**Run 1: gate families picked out**

Drawn at 6 px/um.
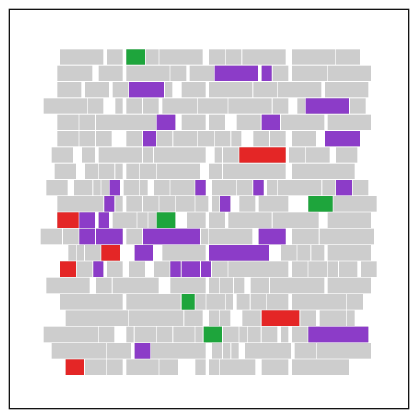
**Run 1: M3 wires**

Drawn at 8 px/um.
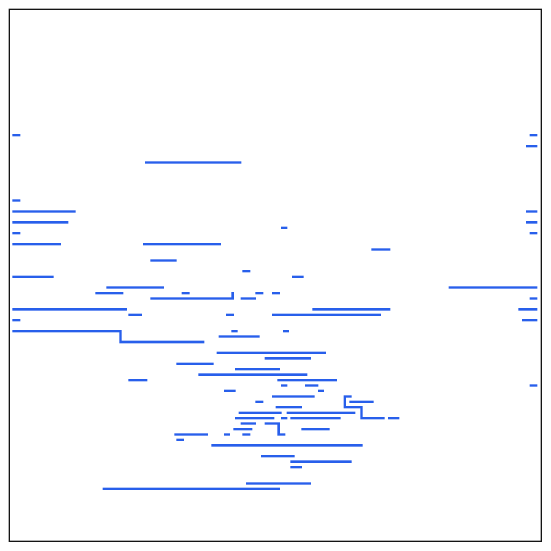
**Run 1: congestion heat map**

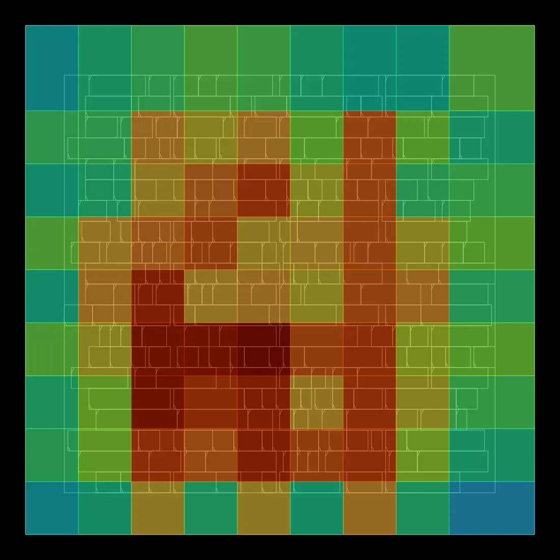
**Run 1: cell classes on the final placement**

Drawn at 6 px/um. Fill, decap, tap and diode cells in grey.
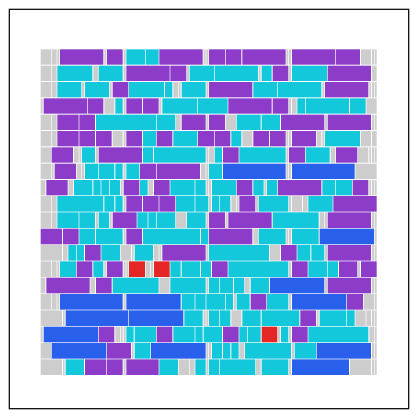
==> src/rtl/mips_multicycle_control_pkg.sv <==
// Shared types and constants for the multicycle MIPS main control FSM.
// Optional feature macro: MIPS_CTRL_BNE_EN (adds bne as a decoded branch).
package mips_multicycle_control_pkg;

    typedef enum logic [3:0] {
        S_FETCH,
        S_DECODE,
        S_MEMADR,
        S_MEMREAD,
        S_MEMWB,
        S_MEMWRITE,
        S_EXEC_R,
        S_ALUWB_R,
        S_EXEC_I,
        S_ALUWB_I,
        S_BRANCH,
        S_JUMP
    } ctrl_state_t;

    // alu_op encodings consumed by the ALU control decoder
    localparam logic [1:0] ALUOP_ADD   = 2'b00;
    localparam logic [1:0] ALUOP_SUB   = 2'b01;
    localparam logic [1:0] ALUOP_RTYPE = 2'b10;
    localparam logic [1:0] ALUOP_ITYPE = 2'b11;

    // ALU B operand select
    localparam logic [1:0] ALUSRCB_B       = 2'b00;
    localparam logic [1:0] ALUSRCB_FOUR    = 2'b01;
    localparam logic [1:0] ALUSRCB_IMM     = 2'b10;
    localparam logic [1:0] ALUSRCB_IMM_SH2 = 2'b11;

    // PC source select
    localparam logic [1:0] PCSRC_ALU    = 2'b00;
    localparam logic [1:0] PCSRC_ALUOUT = 2'b01;
    localparam logic [1:0] PCSRC_JUMP   = 2'b10;

    // Opcodes (IR[31:26])
    localparam logic [5:0] OP_RTYPE = 6'h00;
    localparam logic [5:0] OP_J     = 6'h02;
    localparam logic [5:0] OP_BEQ   = 6'h04;
    localparam logic [5:0] OP_BNE   = 6'h05;
    localparam logic [5:0] OP_ADDI  = 6'h08;
    localparam logic [5:0] OP_SLTI  = 6'h0a;
    localparam logic [5:0] OP_ANDI  = 6'h0c;
    localparam logic [5:0] OP_ORI   = 6'h0d;
    localparam logic [5:0] OP_XORI  = 6'h0e;
    localparam logic [5:0] OP_LW    = 6'h23;
    localparam logic [5:0] OP_SW    = 6'h2b;

    // State entered after DECODE; S_FETCH means the opcode is not supported.
    function automatic ctrl_state_t decode_target(input logic [5:0] op);
        ctrl_state_t nxt;
        case (op)
            OP_LW, OP_SW:                              nxt = S_MEMADR;
            OP_RTYPE:                                  nxt = S_EXEC_R;
            OP_ADDI, OP_SLTI, OP_ANDI, OP_ORI, OP_XORI: nxt = S_EXEC_I;
            OP_BEQ:                                    nxt = S_BRANCH;
`ifdef MIPS_CTRL_BNE_EN
            OP_BNE:                                    nxt = S_BRANCH;
`endif
            OP_J:                                      nxt = S_JUMP;
            default:                                   nxt = S_FETCH;
        endcase
        return nxt;
    endfunction

endpackage

==> src/rtl/mips_multicycle_control_if.sv <==
// Bus between the instruction register / datapath and the main control FSM.
// Memory handshake: a request (mem_rd or mem_wr) is held steady while the FSM
// sits in a memory state; the access completes in the cycle mem_ready is 1,
// and the FSM leaves that state on the following edge.
interface mips_multicycle_control_if;
    import mips_multicycle_control_pkg::*;

    logic [5:0]  op_code;
    logic        mem_ready;
    logic        zero;
    logic        pc_en;
    logic        iord;
    logic        mem_rd;
    logic        mem_wr;
    logic        ir_write;
    logic        reg_dst;
    logic        mem_to_reg;
    logic        reg_write;
    logic        alu_src_a;
    logic [1:0]  alu_src_b;
    logic [1:0]  alu_op;
    logic [1:0]  pc_src;
    logic        illegal_op;
    logic        mem_timeout;
    ctrl_state_t state;

    modport master (
        input  op_code, mem_ready, zero,
        output pc_en, iord, mem_rd, mem_wr, ir_write, reg_dst, mem_to_reg,
               reg_write, alu_src_a, alu_src_b, alu_op, pc_src, illegal_op,
               mem_timeout, state
    );

    modport slave (
        output op_code, mem_ready, zero,
        input  pc_en, iord, mem_rd, mem_wr, ir_write, reg_dst, mem_to_reg,
               reg_write, alu_src_a, alu_src_b, alu_op, pc_src, illegal_op,
               mem_timeout, state
    );
endinterface

==> src/rtl/mips_multicycle_control_mem_wait_timer.sv <==
// Memory wait watchdog: counts stalled cycles and flags expiry combinationally
// so the FSM can abandon the access in the same cycle. MEM_TIMEOUT=0 disables.
module mips_mem_wait_timer #(
    parameter int MEM_TIMEOUT = 255,
    parameter int TIMEOUT_W   = 8
) (
    input  logic clk,
    input  logic rstb,
    input  logic waiting,
    input  logic restart,
    output logic expire
);
    localparam logic [TIMEOUT_W-1:0] LAST =
        (MEM_TIMEOUT > 0) ? TIMEOUT_W'(MEM_TIMEOUT - 1) : '0;
    localparam logic [TIMEOUT_W-1:0] SAT = '1;

    logic [TIMEOUT_W-1:0] count;

    assign expire = (MEM_TIMEOUT != 0) && waiting && (count == LAST);

    // Count stalled cycles; restart on any state change or expiry, saturate at max.
    always_ff @(posedge clk or negedge rstb) begin
        if (!rstb) begin
            count <= '0;
        end else if (restart) begin
            count <= '0;
        end else if (waiting && (count != SAT)) begin
            count <= count + TIMEOUT_W'(1);
        end
    end
endmodule

==> src/rtl/mips_multicycle_control.sv <==
// Main control FSM of the multicycle MIPS core: sequences fetch, decode,
// execute, memory and writeback and drives the datapath enables.
// Optional feature macro: MIPS_CTRL_BNE_EN (bne branches when zero=0).
module mips_multicycle_control
    import mips_multicycle_control_pkg::*;
#(
    parameter int MEM_TIMEOUT = 255,
    parameter int TIMEOUT_W   = 8
) (
    input  logic                       clk,
    input  logic                       rstb,
    mips_multicycle_control_if.master  bus
);
    ctrl_state_t state, state_next;
    logic        wait_state, waiting, restart, expire;
    logic        pc_write, branch, branch_ne;
    logic        illegal_q, timeout_q;

    assign wait_state = (state == S_FETCH) || (state == S_MEMREAD) || (state == S_MEMWRITE);
    assign waiting    = wait_state && !bus.mem_ready;
    assign restart    = (state_next != state) || expire;

    mips_mem_wait_timer #(
        .MEM_TIMEOUT (MEM_TIMEOUT),
        .TIMEOUT_W   (TIMEOUT_W)
    ) u_timer (
        .clk     (clk),
        .rstb    (rstb),
        .waiting (waiting),
        .restart (restart),
        .expire  (expire)
    );

    // State register.
    always_ff @(posedge clk or negedge rstb) begin
        if (!rstb) state <= S_FETCH;
        else       state <= state_next;
    end

    // Illegal-opcode pulse (one cycle after DECODE) and sticky watchdog flag.
    always_ff @(posedge clk or negedge rstb) begin
        if (!rstb) begin
            illegal_q <= 1'b0;
            timeout_q <= 1'b0;
        end else begin
            illegal_q <= (state == S_DECODE) && (decode_target(bus.op_code) == S_FETCH);
            timeout_q <= timeout_q | expire;
        end
    end

    // Next state and Moore outputs; FETCH write enables are gated by mem_ready.
    always_comb begin
        state_next     = state;
        pc_write       = 1'b0;
        branch         = 1'b0;
        branch_ne      = 1'b0;
        bus.iord       = 1'b0;
        bus.mem_rd     = 1'b0;
        bus.mem_wr     = 1'b0;
        bus.ir_write   = 1'b0;
        bus.reg_dst    = 1'b0;
        bus.mem_to_reg = 1'b0;
        bus.reg_write  = 1'b0;
        bus.alu_src_a  = 1'b0;
        bus.alu_src_b  = ALUSRCB_B;
        bus.alu_op     = ALUOP_ADD;
        bus.pc_src     = PCSRC_ALU;
        case (state)
            S_FETCH: begin
                bus.mem_rd    = 1'b1;
                bus.alu_src_b = ALUSRCB_FOUR;
                if (bus.mem_ready) begin
                    bus.ir_write = 1'b1;
                    pc_write     = 1'b1;
                    state_next   = S_DECODE;
                end
            end
            S_DECODE: begin
                bus.alu_src_b = ALUSRCB_IMM_SH2;
                state_next    = decode_target(bus.op_code);
            end
            S_MEMADR: begin
                bus.alu_src_a = 1'b1;
                bus.alu_src_b = ALUSRCB_IMM;
                if (bus.op_code == OP_SW)      state_next = S_MEMWRITE;
                else if (bus.op_code == OP_LW) state_next = S_MEMREAD;
                else                           state_next = S_FETCH;
            end
            S_MEMREAD: begin
                bus.iord   = 1'b1;
                bus.mem_rd = 1'b1;
                if (bus.mem_ready) state_next = S_MEMWB;
                else if (expire)   state_next = S_FETCH;
            end
            S_MEMWB: begin
                bus.mem_to_reg = 1'b1;
                bus.reg_write  = 1'b1;
                state_next     = S_FETCH;
            end
            S_MEMWRITE: begin
                bus.iord   = 1'b1;
                bus.mem_wr = 1'b1;
                if (bus.mem_ready || expire) state_next = S_FETCH;
            end
            S_EXEC_R: begin
                bus.alu_src_a = 1'b1;
                bus.alu_op    = ALUOP_RTYPE;
                state_next    = S_ALUWB_R;
            end
            S_ALUWB_R: begin
                bus.reg_dst   = 1'b1;
                bus.reg_write = 1'b1;
                state_next    = S_FETCH;
            end
            S_EXEC_I: begin
                bus.alu_src_a = 1'b1;
                bus.alu_src_b = ALUSRCB_IMM;
                bus.alu_op    = ALUOP_ITYPE;
                state_next    = S_ALUWB_I;
            end
            S_ALUWB_I: begin
                bus.reg_write = 1'b1;
                state_next    = S_FETCH;
            end
            S_BRANCH: begin
                bus.alu_src_a = 1'b1;
                bus.alu_op    = ALUOP_SUB;
                bus.pc_src    = PCSRC_ALUOUT;
`ifdef MIPS_CTRL_BNE_EN
                if (bus.op_code == OP_BNE) branch_ne = 1'b1;
                else                       branch    = 1'b1;
`else
                branch = 1'b1;
`endif
                state_next = S_FETCH;
            end
            S_JUMP: begin
                bus.pc_src = PCSRC_JUMP;
                pc_write   = 1'b1;
                state_next = S_FETCH;
            end
            default: state_next = S_FETCH;
        endcase
    end

`ifdef MIPS_CTRL_BNE_EN
    assign bus.pc_en = pc_write | (branch & bus.zero) | (branch_ne & ~bus.zero);
`else
    assign bus.pc_en = pc_write | (branch & bus.zero) | (branch_ne & 1'b0);
`endif
    assign bus.illegal_op  = illegal_q;
    assign bus.mem_timeout = timeout_q;
    assign bus.state       = state;
endmodule

==> src/flat_wrapper.sv <==
// flat-port wrapper written by rule: the top's interface ports become plain ports
module mips_multicycle_control_flat import mips_multicycle_control_pkg::*;
#(
    parameter int MEM_TIMEOUT = 255,
    parameter int TIMEOUT_W   = 8
)
  (clk, rstb, bus_op_code, bus_mem_ready, bus_zero, bus_pc_en, bus_iord, bus_mem_rd, bus_mem_wr, bus_ir_write, bus_reg_dst, bus_mem_to_reg, bus_reg_write, bus_alu_src_a, bus_alu_src_b, bus_alu_op, bus_pc_src, bus_illegal_op, bus_mem_timeout, bus_state);
  mips_multicycle_control_if bus_i ();
  input  logic clk;
  input  logic rstb;
  input wire logic [$bits(bus_i.op_code)-1:0] bus_op_code;
  input wire logic [$bits(bus_i.mem_ready)-1:0] bus_mem_ready;
  input wire logic [$bits(bus_i.zero)-1:0] bus_zero;
  output wire logic [$bits(bus_i.pc_en)-1:0] bus_pc_en;
  output wire logic [$bits(bus_i.iord)-1:0] bus_iord;
  output wire logic [$bits(bus_i.mem_rd)-1:0] bus_mem_rd;
  output wire logic [$bits(bus_i.mem_wr)-1:0] bus_mem_wr;
  output wire logic [$bits(bus_i.ir_write)-1:0] bus_ir_write;
  output wire logic [$bits(bus_i.reg_dst)-1:0] bus_reg_dst;
  output wire logic [$bits(bus_i.mem_to_reg)-1:0] bus_mem_to_reg;
  output wire logic [$bits(bus_i.reg_write)-1:0] bus_reg_write;
  output wire logic [$bits(bus_i.alu_src_a)-1:0] bus_alu_src_a;
  output wire logic [$bits(bus_i.alu_src_b)-1:0] bus_alu_src_b;
  output wire logic [$bits(bus_i.alu_op)-1:0] bus_alu_op;
  output wire logic [$bits(bus_i.pc_src)-1:0] bus_pc_src;
  output wire logic [$bits(bus_i.illegal_op)-1:0] bus_illegal_op;
  output wire logic [$bits(bus_i.mem_timeout)-1:0] bus_mem_timeout;
  output wire logic [$bits(bus_i.state)-1:0] bus_state;
  assign bus_i.op_code = bus_op_code;
  assign bus_i.mem_ready = bus_mem_ready;
  assign bus_i.zero = bus_zero;
  assign bus_pc_en = bus_i.pc_en;
  assign bus_iord = bus_i.iord;
  assign bus_mem_rd = bus_i.mem_rd;
  assign bus_mem_wr = bus_i.mem_wr;
  assign bus_ir_write = bus_i.ir_write;
  assign bus_reg_dst = bus_i.reg_dst;
  assign bus_mem_to_reg = bus_i.mem_to_reg;
  assign bus_reg_write = bus_i.reg_write;
  assign bus_alu_src_a = bus_i.alu_src_a;
  assign bus_alu_src_b = bus_i.alu_src_b;
  assign bus_alu_op = bus_i.alu_op;
  assign bus_pc_src = bus_i.pc_src;
  assign bus_illegal_op = bus_i.illegal_op;
  assign bus_mem_timeout = bus_i.mem_timeout;
  assign bus_state = bus_i.state;
  mips_multicycle_control #(.MEM_TIMEOUT(MEM_TIMEOUT), .TIMEOUT_W(TIMEOUT_W)) u_core (.clk(clk), .rstb(rstb), .bus(bus_i));
endmodule
==> config.mk <==
export PLATFORM = sky130hd
export DESIGN_NAME = mips_multicycle_control_flat
export DESIGN_NICKNAME = d
export VERILOG_FILES = /design/src/rtl/mips_multicycle_control_pkg.sv /design/src/rtl/mips_multicycle_control_if.sv /design/src/rtl/mips_multicycle_control_mem_wait_timer.sv /design/src/rtl/mips_multicycle_control.sv /design/src/flat_wrapper.sv
export SDC_FILE = /design/constraint.sdc
export NUM_CORES = 1
export LEC_CHECK = 0
export ABC_CLOCK_PERIOD_IN_PS = 2000
export CORE_MARGIN = 5
export CORE_UTILIZATION = 40
export DETAILED_ROUTE_END_ITERATION = 12
export PLACE_DENSITY = 0.67
export SLEW_MARGIN = 15
export SYNTH_ARGS = -nofsm -noshare
export SYNTH_HDL_FRONTEND = slang
export SYNTH_SLANG_ARGS = --single-unit
==> constraint.sdc <==
create_clock -name clk -period 2 [get_ports clk]
set_input_delay 0.4 -clock clk [delete_from_list [all_inputs] [get_ports clk]]
set_output_delay 0.4 -clock clk [all_outputs]
set_load 0.1 [all_outputs]
==> run notes, run 1 <==
Notes on the flow run.

- The number of instances on the worst hold path is 1, for reference.
- The clock slew seen by the registers of the worst setup and hold paths is approximately 0.090 ns, for reference.
- The per-cell routed wire length is 19.9 um, for reference.
- In the final timing run, aggregate negative setup slack is -1.62 ns.
- The total wire length is between 5000 and 6000 um, for reference.
- The flow ran to the end, but the final reports show violations.
- The final layout report lists a filler cell count of 145.
- At the later pin of the worst-skew pair, clock insertion delay measures 0.28 ns.
- The number of H-tree branching levels is 1, for reference.
- For reference, the most critical setup path is categorized as flop to flop.
- The chip height is between 60 and 70 um, for reference.
- The worst register-to-register path has a setup slack of -0.17 ns.
- The synthesis stats list as the most numerous cell sky130_fd_sc_hd__nor2_1.
- The antenna diode count is 0, for reference.
- The final weighted congestion recorded by global placement is between 0.8 and 0.9.
- The average instance in the mapped netlist occupies approximately 8.3 um^2.
- The final reports fail on negative setup slack.
- The clock tree from TritonCTS is built, for reference.
- Measured along the x axis, the die boundary spans between 60 and 70 um.
- The final report lists the setup-violating endpoint count as 16.
- The max-cap violation count is 0, for reference.
- The mapped netlist covers around 1300 um^2.
- The tally of buffers added on design ports is 30, for reference.
- The I/O pin total is 31, for reference.
- For reference, the critical path is captured by u_core.u_timer.count[1]$_DFFE_PN0P_.
- The maximum fanout encountered on the critical timing path is 6, for reference.
- The number of DRC violations after detailed routing is 0, for reference.
- The worst setup path is launched from a flop.
- The cell with the largest stage delay on the worst path is sky130_fd_sc_hd__dfrtp_4, for reference.
- The path class of the tightest hold or removal check is flop to flop.
- The final clock period utilization by the worst path is 109%, for reference.
- The chip area is 4400 um^2, for reference.
- The smallest setup slack after layout is -0.170 ns, for reference.
- The number of vias per cell after detailed routing is 6.00, for reference.
- The number of buffers between clock root and the deepest sink is 2, for reference.
- The synthesized netlist devotes 6.21% of its cell area to XOR and XNOR gates.
- After floorplanning, the core was divided into 20 placement rows.
- The timing report gives the biggest stage delay along the critical path as roughly 0.53 ns.
- The worst register-to-register path ends at u_core.u_timer.count[1]$_DFFE_PN0P_.
- The yosys stat chip area is about 1300 um^2, for reference.
Notes on 'gate families picked out' above:
legend:
  aoi and oai cells:
    colour: purple
    cells: 28
    most_used: o21ai_0
  and/or cells:
    colour: green
    cells: 5
  non-inverting ao/oa cells:
    colour: red
    cells: 6

Notes on 'M3 wires' above:
wire length on this layer: 346 um
longest straight run: 21.8 um

Notes on 'congestion heat map' above:
GR met3 Demand/Resource: 4.93%
utilization after layout: 87.4%
grt met1 use: 25.7%
Total Routing Usage GR: 22.2%

Notes on 'cell classes on the final placement' above:
legend:
  sequential cells:
    colour: blue
    cells: 14
  combinational and other logic:
    colour: cyan
    cells: 130
  remaining buffers and delay cells:
    colour: purple
    cells: 88
  clock drivers:
    colour: red
    cells: 3

==> run 1: critical path: cells and delay by family (launching register included) <==
kind                   cells  cell delay (ns)
AOI/OAI and AO/OA          3             1.01
buffers and inverters      1             0.17
DFF                        1             0.53
and+or+nand+nor            2             0.37
==> run 1: where the power goes <==
part           internal [uW]  switching (uW)  leakage, uW
Combinational           1330            1970     0.000838
Clock                   69.9            89.5    0.0000138
Sequential               346            88.4     0.000183
==> run 1: per-stage QoR <==
step	cells	power [uW]	hold WS (ns)	worst slack, ns	utilization, %
5_1_grt	279	4040	0.509	-0.244	87.4
3_5_place_dp	250	3110	0.460	-0.328	72.0
6_report	279	3900	0.477	-0.170	87.4
2_1_floorplan	153	2340	0.104	-0.286	-
3_3_place_gp	250	3070	0.455	-0.291	72.0
4_1_cts	266	3480	0.482	-0.0483	79.0
==> run 1: state kept, by name, indices dropped and copies added (netlist names) <==
| name | count |
|---|---|
| u_core.bus.mem_timeout | 1 |
| u_core.bus.state | 4 |
| u_core.bus.illegal_op | 1 |
| u_core.u_timer.count | 8 |
==> run 1: what timing repair did <==
item                       in CTS  in global routing
setup buffers                  13                 13
setup endpoints to repair      16                 18
hold endpoints to repair        0                  0
cloned                          0                  0
pin swaps                       6                 15
resized                        17                 26
==> run 1: per-layer routing <==
metal  routed length [um]  track usage (%)  vias to the layer above
met1                 2160             25.7                      794
met4                  265             4.82                        0
li1                     -                -                      738
met3                  346             4.93                       38
met2                 2780             41.1                      103
met5                    0                0                        -
==> run 1: layout make-up <==
cell class | count | area, um^2 | share of cell area, %
Sequential cell | 14 | 367 | 13.7
Inverter | 4 | 17.5 | 0.656
Timing Repair Buffer | 88 | 996 | 37.3
Clock buffer | 3 | 22.5 | 0.844
Tap cell | 44 | 55.1 | 2.06
Multi-Input combinational cell | 126 | 1210 | 45.4
**Run 1: drive-strength map**

Drawn at 6 px/um.
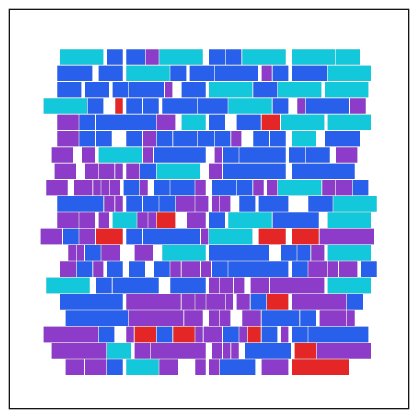

## Run 2: what changed since run 1
TNS_END_PERCENT = 10   (was default)
**Run 2: drive-strength map**

Drawn at 6 px/um.
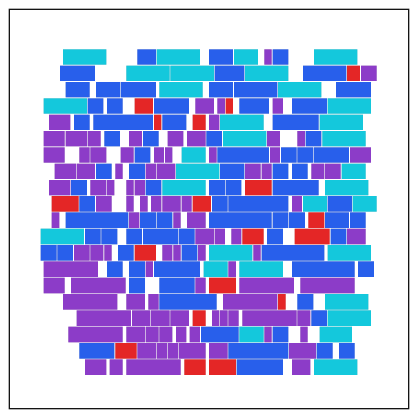
legend:
  _0 and _1 cells:
    colour: purple
    cells: 99
    most_used: nor2_1
  _2 cells:
    colour: red
    cells: 18
    most_used: nor3_2
  _6 and larger:
    colour: cyan
    cells: 32
    most_used: buf_12
  _3 and _4 cells:
    colour: blue
    cells: 81
    most_used: buf_4

**Run 2: M3 wires**

Drawn at 8 px/um.
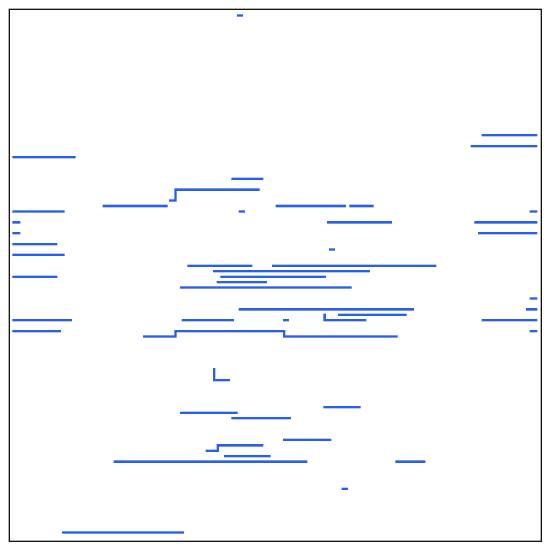
main direction: horizontal
nets with wire on the layer: 43
longest straight run: 23.9 um
share of all routed wire: 7.1%
wire length on this layer: 373 um

**Run 2: gate families picked out**

Drawn at 6 px/um.
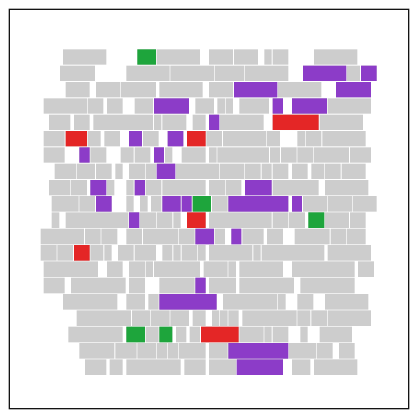
combinational share of cell area: 45.6%
top logic cell by instance count in the layout: sky130_fd_sc_hd__buf_4
final cell count without fillers: 274

==> run 2 against run 1 <==
Against the previous run: the flow still finishes with violations (negative setup slack); sequential power shrank 5.7%; critical endpoint is now bus_mem_rd; utilization down 1.8 points; largest power group unchanged; sequential share of layout area increased by 0.25 points; clock skew up 0.0024 ns; register-to-register slack improved by 0.07 ns; flip-flop count did not move; synthesized cell count did not move; area after synthesis did not move; setup slack gained 0.056 ns; power decreased by 2.3%.
==> run notes, run 2 <==
Notes on the flow run.

- The run finished, with violations left.
- The checks that failed: negative setup slack.
- Hold timing on the final database bottoms out at a slack of 0.484 ns.
- The delay of the slowest cell on the worst path is 0.53 ns, for reference.
- The combinational logic power is 3220 uW, for reference.
- The number of setup buffers added after CTS is 7.
- The maximum fanout encountered on the critical timing path is 5, for reference.
- After layout, the design draws a total of 3810 uW.
- The repair_antennas step left the layout with diodes totalling 0.
- The setup slack after placement is -0.357 ns, for reference.
- The report counts max-capacitance violations totalling 0.
- The clock tree from TritonCTS is built, for reference.
- The routed layout reports a DRC error count of 0.
- The sequential share of power is 10.8%, for reference.
- The registers reported with the highest flop counts are u_core.u_timer.count: 8 flops, u_core.bus.state: 4 flops.
- The I/O pin total is 31, for reference.
- For reference, the clock transition at the flip-flops on the worst setup and hold paths is 0.09 ns.
- The type of origin of the critical path is a flop, for reference.
- The internal power is 1670 uW, for reference.
- The clock latency of the later-clocked register in the worst-skew pair is 0.30 ns, for reference.
- Along the worst hold path, the cell count comes to 1.
- The aggregate global-route resource usage is 23.5%, for reference.
- The tally of filler cells in the layout is ~160, for reference.
- The number of H-tree branching levels is 1, for reference.
- The share of total power dissipated in combinational logic is 84.6%.
- For reference, XOR and XNOR gates occupy 6.21% of the area reported after synthesis.
- According to the floorplan report, the total die area is 4400 um^2.
- The biggest power consumer among the groups is combinational logic, for reference.
- The post-cts sizing count is 28, for reference.
- Checking hold timing, the worst path is listed with class flop to flop.
- The tally of buffers added on design ports is 30, for reference.
- The per-cell routed wire length is 19.2 um, for reference.
- The number of buffers between clock root and the deepest sink is 2, for reference.
- The report lists the cells along the critical path as buf_6 -> buf_6 -> or2_4 -> a21oi_4 -> buf_12.
- Summing every instance area after synthesis gives 1270 um^2.
- The capturing point of the worst reg2reg path is u_core.u_timer.count[6]$_DFFE_PN0P_, for reference.
- The die width is ~66 um, for reference.
- The floorplan has 20 rows.
- The power report lists the sequential group at 410 uW.
- The chip height is 66.3 um, for reference.
- Of the total power, the clock network draws roughly 4.6%.
- The final timing report counts setup violations totalling 14.
- The switching power is about 2100 uW, for reference.
- The yosys stat chip area is 1270 um^2, for reference.
- Once routing completed, OpenROAD measured the worst setup slack at -0.114 ns.
- The number of vias per cell after detailed routing is 5.85, for reference.
- The reg-to-reg setup timing slack is -0.10 ns, for reference.
- The total wire length is 5270 um, for reference.
- The kind of critical path is flop to output port, for reference.
==> run 2: cell counts after synthesis <==
Identical to the previous run, type by type.
==> run 2: worst max-delay path, delay by kind of cell, from the launching register on <==
family / cells / cell delay, ns
AND/OR/NAND/NOR: 1 / 0.27
AND-OR/OR-AND: 1 / 0.15
buffers and inverters: 3 / 0.45
flip-flops: 1 / 0.53
==> run 2: per-layer routing <==
layer / vias to the layer above / part of all wire (%) / global-route usage, %
li1: 728 / - / -
met1: 784 / 38 / 29.2
met2: 78 / 52 / 41.8
met3: 14 / 7.1 / 4.93
met4: 0 / 2.9 / 4.31
met5: - / 0 / 0
==> run 2: cell type report <==
type	instances	area [um^2]	share of cell area [%]
clock buffers	4	26.3	1.01
repair buffers	82	958	36.7
flip-flops and latches	14	365	14.0
inverters	4	15.0	0.575
multi-input cells	126	1190	45.6
well taps	44	55.1	2.11
==> run 2: worst max-delay path by stage <==
stage,startpoint,endpoint,cells past startpoint
global route,u_core.bus.state[3]$_DFF_PN0_,u_core.u_timer.count[6]$_DFFE_PN0P_,7
CTS,u_core.bus.state[1]$_DFF_PN0_,bus_pc_en,6
floorplan,u_core.bus.state[2]$_DFF_PN0_,bus_iord,4
global placement,bus_mem_ready,u_core.u_timer.count[1]$_DFFE_PN0P_,7
detailed placement,bus_op_code[0],u_core.u_timer.count[3]$_DFFE_PN0P_,6
finish,u_core.bus.state[2]$_DFF_PN0_,bus_mem_rd,5
==> run 2: stage by stage <==
stage / util, % / setup TNS [ns] / instances / cell area (um^2)
2_1_floorplan: - / -2.70 / 153 / 1510
3_3_place_gp: 73.2 / -1.72 / 257 / 2240
3_5_place_dp: 73.2 / -2.65 / 257 / 2240
4_1_cts: 80.2 / -0.165 / 268 / 2450
5_1_grt: 85.6 / -1.90 / 274 / 2610
6_report: 85.6 / -0.795 / 274 / 2610
No activity file was given, so power comes from the tool's default toggle rates.
